==> config.mk <==
export PLATFORM = sky130hd
export DESIGN_NAME = mem_bus_ctrl
export DESIGN_NICKNAME = d
export VERILOG_FILES = /design/src/rtl/mem_bus_ctrl.sv
export SDC_FILE = /design/constraint.sdc
export NUM_CORES = 1
export LEC_CHECK = 0
export ABC_AREA = 1
export CAP_MARGIN = 40
export CORE_MARGIN = 8
export CORE_UTILIZATION = 25
export DETAILED_ROUTE_END_ITERATION = 10
export SYNTH_ARGS = -nofsm -noshare
export SYNTH_HDL_FRONTEND = slang
export SYNTH_SLANG_ARGS = --single-unit
==> constraint.sdc <==
create_clock -name clk -period 1.6 [get_ports clk]
set_input_delay 0.32 -clock clk [delete_from_list [all_inputs] [get_ports clk]]
set_output_delay 0.32 -clock clk [all_outputs]
set_load 0.01 [all_outputs]
==> src/rtl/mem_bus_ctrl.sv <==
// mem_bus_ctrl: turns 16-bit instruction fetches, data reads and data writes
// into one or two transfers on an 8-bit external byte bus.
//
// Ports
//   clk, reset                 clock, synchronous active-low reset
//   ifetch, pc                 instruction fetch request and halfword address
//   rstrobe, wmask             per-byte data read / write requests
//   addr, wdata, io_access     halfword data address, write data, I/O space flag
//   idone, rdone, wdone        one-cycle completion pulses
//   instr, rdata               fetched instruction / read data
//   bus_err                    flags a timed-out access alongside its done pulse
//   bus_req, bus_we, bus_io,
//   bus_addr, bus_wdata        byte-bus strobes driven by the controller
//   bus_rdata, bus_ack         byte-bus response
//
// State | meaning
// IDLE  | waiting for a request; the highest-priority one is latched here
// LO    | low byte ({a,0}) on the bus
// HI    | high byte ({a,1}) on the bus; first cycle is a gap after LO
// DONE  | one-cycle done pulse (plus bus_err after a timeout)
module mem_bus_ctrl #(
  parameter int VA      = 16,
  parameter int TIMEOUT = 255
) (
  input  logic          clk,
  input  logic          reset,
  input  logic          ifetch,
  input  logic [VA-2:0] pc,
  input  logic [1:0]    rstrobe,
  input  logic [1:0]    wmask,
  input  logic [VA-2:0] addr,
  input  logic [15:0]   wdata,
  input  logic          io_access,
  output logic          idone,
  output logic          rdone,
  output logic          wdone,
  output logic [15:0]   instr,
  output logic [15:0]   rdata,
  output logic          bus_err,
  output logic          bus_req,
  output logic          bus_we,
  output logic          bus_io,
  output logic [VA-1:0] bus_addr,
  output logic [7:0]    bus_wdata,
  input  logic [7:0]    bus_rdata,
  input  logic          bus_ack
);

  localparam logic [7:0] WAIT_LAST = 8'(TIMEOUT - 1);

  typedef enum logic [1:0] {IDLE, LO, HI, DONE} state_t;
  typedef enum logic [1:0] {OP_FETCH, OP_READ, OP_WRITE} op_t;

  state_t        state, state_n;
  op_t           op_q, op_n;
  logic [1:0]    mask_q, mask_n;
  logic [VA-2:0] a_q;
  logic [15:0]   wd_q;
  logic          io_q;
  logic          gap_q;
  logic [7:0]    cnt_q;
  logic [15:0]   data_q;
  logic [15:0]   instr_q;
  logic          err_q;

  logic accept, req_on, ack_ok, timed_out;

  // Request priority: write > read > fetch; a fetch always moves both bytes.
  always_comb begin
    op_n   = OP_FETCH;
    mask_n = 2'b11;
    if (wmask != 2'b00) begin
      op_n   = OP_WRITE;
      mask_n = wmask;
    end else if (rstrobe != 2'b00) begin
      op_n   = OP_READ;
      mask_n = rstrobe;
    end
  end

  assign accept    = (state == IDLE) && ((wmask != 2'b00) || (rstrobe != 2'b00) || ifetch);
  // gap_q holds bus_req low for one cycle between the two bytes.
  assign req_on    = (state == LO) || ((state == HI) && !gap_q);
  assign ack_ok    = req_on && bus_ack;
  assign timed_out = req_on && !bus_ack && (cnt_q == WAIT_LAST);

  always_comb begin
    state_n = state;
    case (state)
      IDLE: if (accept) state_n = mask_n[0] ? LO : HI;
      LO: begin
        if (ack_ok)         state_n = mask_q[1] ? HI : DONE;
        else if (timed_out) state_n = DONE;
      end
      HI:      if (ack_ok || timed_out) state_n = DONE;
      DONE:    state_n = IDLE;
      default: state_n = IDLE;
    endcase
  end

  always_ff @(posedge clk) begin
    if (!reset) begin
      state   <= IDLE;
      op_q    <= OP_FETCH;
      mask_q  <= 2'b00;
      a_q     <= '0;
      wd_q    <= 16'h0000;
      io_q    <= 1'b0;
      gap_q   <= 1'b0;
      cnt_q   <= 8'h00;
      data_q  <= 16'h0000;
      instr_q <= 16'h0000;
      err_q   <= 1'b0;
    end else begin
      state <= state_n;
      case (state)
        IDLE: if (accept) begin
          op_q   <= op_n;
          mask_q <= mask_n;
          a_q    <= (op_n == OP_FETCH) ? pc : addr;
          wd_q   <= wdata;
          io_q   <= (op_n == OP_FETCH) ? 1'b0 : io_access;
          gap_q  <= 1'b0;
          cnt_q  <= 8'h00;
          data_q <= 16'h0000;
          err_q  <= 1'b0;
        end
        LO: begin
          if (ack_ok) begin
            data_q[7:0] <= bus_rdata;
            cnt_q       <= 8'h00;
            gap_q       <= 1'b1;
          end else begin
            cnt_q <= cnt_q + 8'd1;
            if (timed_out) err_q <= 1'b1;
          end
        end
        HI: begin
          if (gap_q) begin
            gap_q <= 1'b0;
          end else if (ack_ok) begin
            // A lone odd byte is returned right-justified.
            if (mask_q[0]) data_q[15:8] <= bus_rdata;
            else           data_q[7:0]  <= bus_rdata;
          end else begin
            cnt_q <= cnt_q + 8'd1;
            if (timed_out) err_q <= 1'b1;
          end
        end
        DONE: if (op_q == OP_FETCH) instr_q <= data_q;
        default: ;
      endcase
    end
  end

  assign bus_req   = req_on;
  assign bus_addr  = req_on ? {a_q, (state == HI)} : '0;
  assign bus_we    = req_on && (op_q == OP_WRITE);
  assign bus_io    = req_on && io_q;
  assign bus_wdata = bus_we ? ((state == HI) ? wd_q[15:8] : wd_q[7:0]) : 8'h00;

  assign idone   = (state == DONE) && (op_q == OP_FETCH);
  assign rdone   = (state == DONE) && (op_q == OP_READ);
  assign wdone   = (state == DONE) && (op_q == OP_WRITE);
  assign bus_err = (state == DONE) && err_q;
  assign rdata   = data_q;
  assign instr   = idone ? data_q : instr_q;

endmodule

Figure 1. The metal 3 layer.
Scale bar: 50 um. Cells faint in the background.
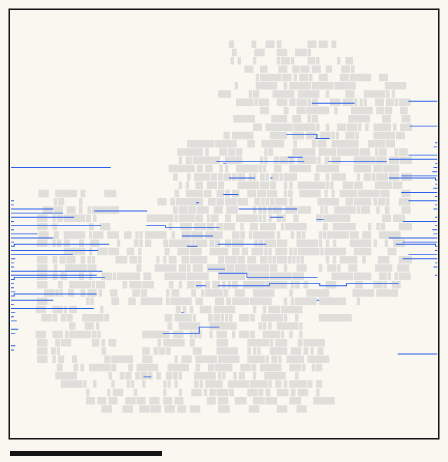
nets with wire on the layer: 83
longest straight run: 32.4 um

Figure 2. Congestion heat map.
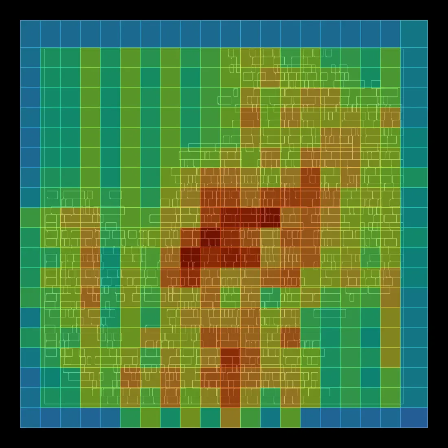
M3 GR Usage: 4.96%
Global Route Usage Sum: 13.3%
final core utilization: 46.9%

Figure 3. Zoomed window.
Scale bar: 10 um. Region (85, 15) to (125, 55) um. Cells in grey, sequential cells in the stronger grey; small squares are vias.
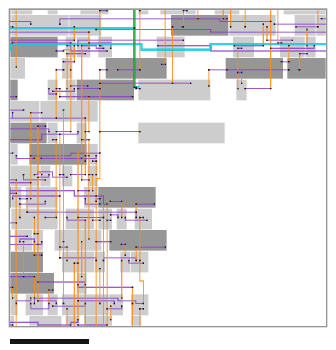
legend:
  met3:
    colour: cyan
  met4:
    colour: green
  met1:
    colour: purple
  met2:
    colour: orange
netlist names of flops here include: wd_q (8), instr_q (3)
cells with their middle in the window: 62
sequential cells in the window: 12
most frequent: nor2_1 (12), dfxtp_1 (11), nand2_1 (9)

==> deck_impl_summary.md <==
Synthesis and Place & Route Summary

Drt
  • Vias/cell: 4.49
  • Met3 wire length: 894 um
  • First-pass detailed-route iteration total: 4
  • WL met2: 6620 um
  • Drc violations: 0
  • DRT Wirelength: 13400 um

Power and ir drop
  • Psw: 4490 uW
  • Leak: 0.00324 uW
  • Switch share: 39.2%

Die
  • Die Ht: 140 um
  • FP Rows: 45
  • Num ports: 126
  • CORE AREA: 15100 um2
  • Die X: 140 um

Clocking
  • Clk buf depth: 2
  • Clock Latency Late Sink: 340 ps
  • Sink Count: 80

Setup path
  • Max stage delay cell, worst path: dfxtp_4
  • Reg2reg path depth: 14
  • Worst setup EP type: primary output
  • Required @ worst endpoint: 1280 ps
  • Worst flop-to-flop path startpoint: state[0]
  • Crit-path max cell delay: 360 ps

Synth
  • Syn_nets: 635
  • Area reported by Yosys stat: 3870 um2
  • Yosys cell types: 27
  • Syn Inst Count: 566

Layout
  • Logic area: 2470 um2

STA
  • Setup-failing EPs final: 73
  • PnR worst setup slack: -505 ps
  • Fmax: 475 MHz
  • RSZ-0062 raised after global routing: yes
  • Rel. slew slack: 67.3%
  • Slew Viols, Final: 0
  • Endpoints failing hold: 0

Flow run
  • Count of tool warnings: 33

Global route
  • First-pass GRT wire length: 21300 um
  • Largest net degree at the start of global routing: 37

Worst hold path
  • Worst hold start: io_q
  • Hold Path Class: flop to flop

Run status
  • Failing checks: setup timing
  • Status: complete, but fails checks
Figure 4. Gate families picked out.
Scale bar: 50 um.
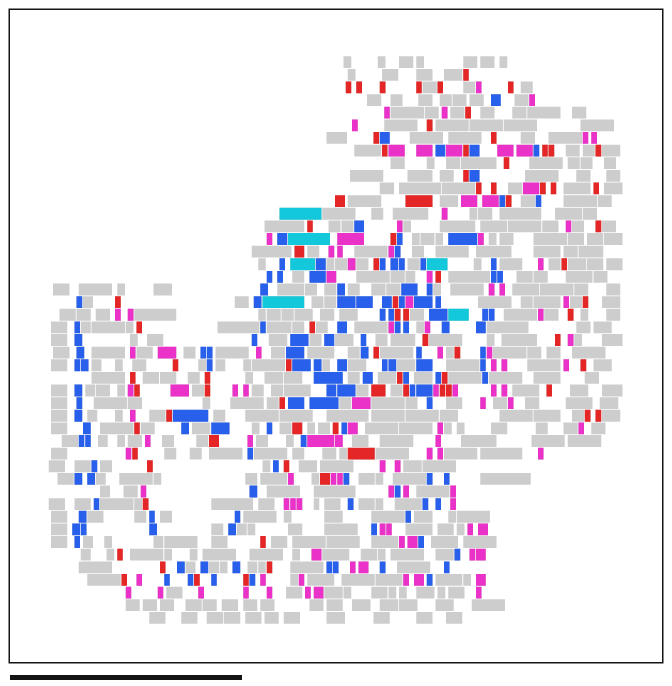
legend:
  adder and majority cells:
    colour: cyan
    cells: 6
    most_used: ha_4
    where: centre
  inverters:
    colour: red
    cells: 80
    most_used: inv_1
  NOR gates:
    colour: magenta
    cells: 108
    most_used: nor2_1
  NAND gates:
    colour: blue
    cells: 133
    most_used: nand2_1

Figure 5. Signal wires on met1.
Scale bar: 50 um. Supply wires on this layer in grey.
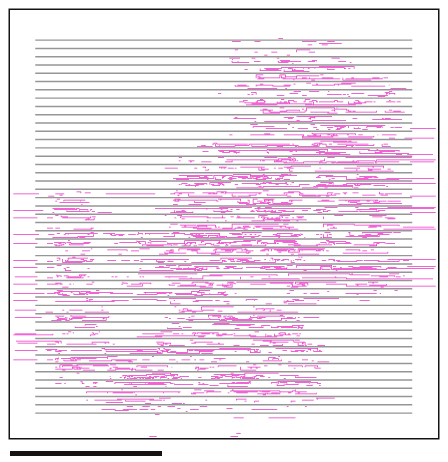
wire length on this layer: 5670 um
main direction: horizontal
longest straight run: 30.8 um
share of all routed wire: 42%
nets with wire on the layer: 756

Yosys cell counts, types with 3 or more instances:
cell type	number
nand2_1	93
nor2_1	92
dfxtp_1	80
inv_1	75
o21ai_0	60
nand3_1	31
a21oi_1	30
clkbuf_1	18
a31oi_1	17
or2_2	16
nor3_1	10
o21ai_1	9
ha_1	6
inv_2	5
buf_2	3
buf_6	3
nand4_1	3
layer usage:
metal  up-vias  global-route usage [%]
met3        17                    4.96
met5         -                       0
met1      1966                    15.4
met2       110                    22.8
li1       2216                       -
met4         0                    3.37
how the worst max path moves through the flow:
stage,cells past startpoint,to,from
after global placement,8,instr[14],state[1]
after global routing,10,bus_wdata[0],state[1]
after detailed placement,8,instr[14],state[1]
after floorplan,8,bus_wdata[0],state[1]
final,10,bus_wdata[0],state[1]
after CTS,10,bus_wdata[0],state[1]
power by group through the flow:
| stage | sequential (uW) | clock [uW] | combinational [uW] |
|---|---|---|---|
| after global placement | 3000 | 0 | 5010 |
| after floorplan | 2980 | 0 | 2820 |
| after global routing | 3100 | 2200 | 6950 |
| after detailed placement | 3010 | 0 | 5040 |
| final | 3020 | 2070 | 6350 |
| after CTS | 3020 | 2130 | 5420 |
layout make-up:
cell class	instances	area share [%]
Inverter	80	4.82
Clock inverter	4	0.775
Timing Repair Buffer	216	30.1
Multi-Input combinational cell	380	34.8
Tap cell	188	3.31
Sequential cell	80	22.8
Clock buffer	11	3.42
cells by family (layout without fill, tap and decap cells):
family                     after synthesis  after routing
and+or+nand+nor                        257            258
AOI/OAI and AO/OA                      116            116
buffers and inverters                  107            311
DFF                                     80             80
adders and majority gates                6              6
flip-flops by register name, summed over array words and instances (netlist names):
register,count
cnt_q,8
gap_q,1
mask_q,2
state,2
instr_q,16
wd_q,16
op_q,2
err_q,1
io_q,1
rdata,16
a_q,15
repair_timing:
action                                  CTS  global route
buffers inserted                          7            17
hold buffers                              0             0
pin swaps                                 8            34
cloned                                    2             1
endpoints found under the setup margin  123           106
gates resized                           248           101
cells in the final DEF, fill, tap and decap left out, drive strengths merged, types with 17 or more instances in the layout:
master         count
inv               78
o21ai             69
nand3             34
clkdlybuf4s50     61
dlygate4sd2       31
nand2             95
dfxtp             80
buf              119
a21oi             30
nor2              95
a31oi             17
per-stage QoR:
| stage | cells | instance area [um2] | setup slack (ps) | TNS (ps) |
|---|---|---|---|---|
| after floorplan | 566 | 4160 | -68.9 | -1210 |
| after global placement | 920 | 6070 | -527 | -29590 |
| after detailed placement | 920 | 6070 | -589 | -31640 |
| after CTS | 944 | 6600 | -519 | -24430 |
| after global routing | 959 | 7110 | -583 | -30510 |
| final | 959 | 7110 | -505 | -24970 |
worst min-delay path: cells and delay by family, from the launching register on:
family           cells  cell delay [ps]
AND-OR/OR-AND        1               50
flip-flops           1              310
AND/OR/NAND/NOR      1               60
No activity file was given, so power comes from the tool's default toggle rates.
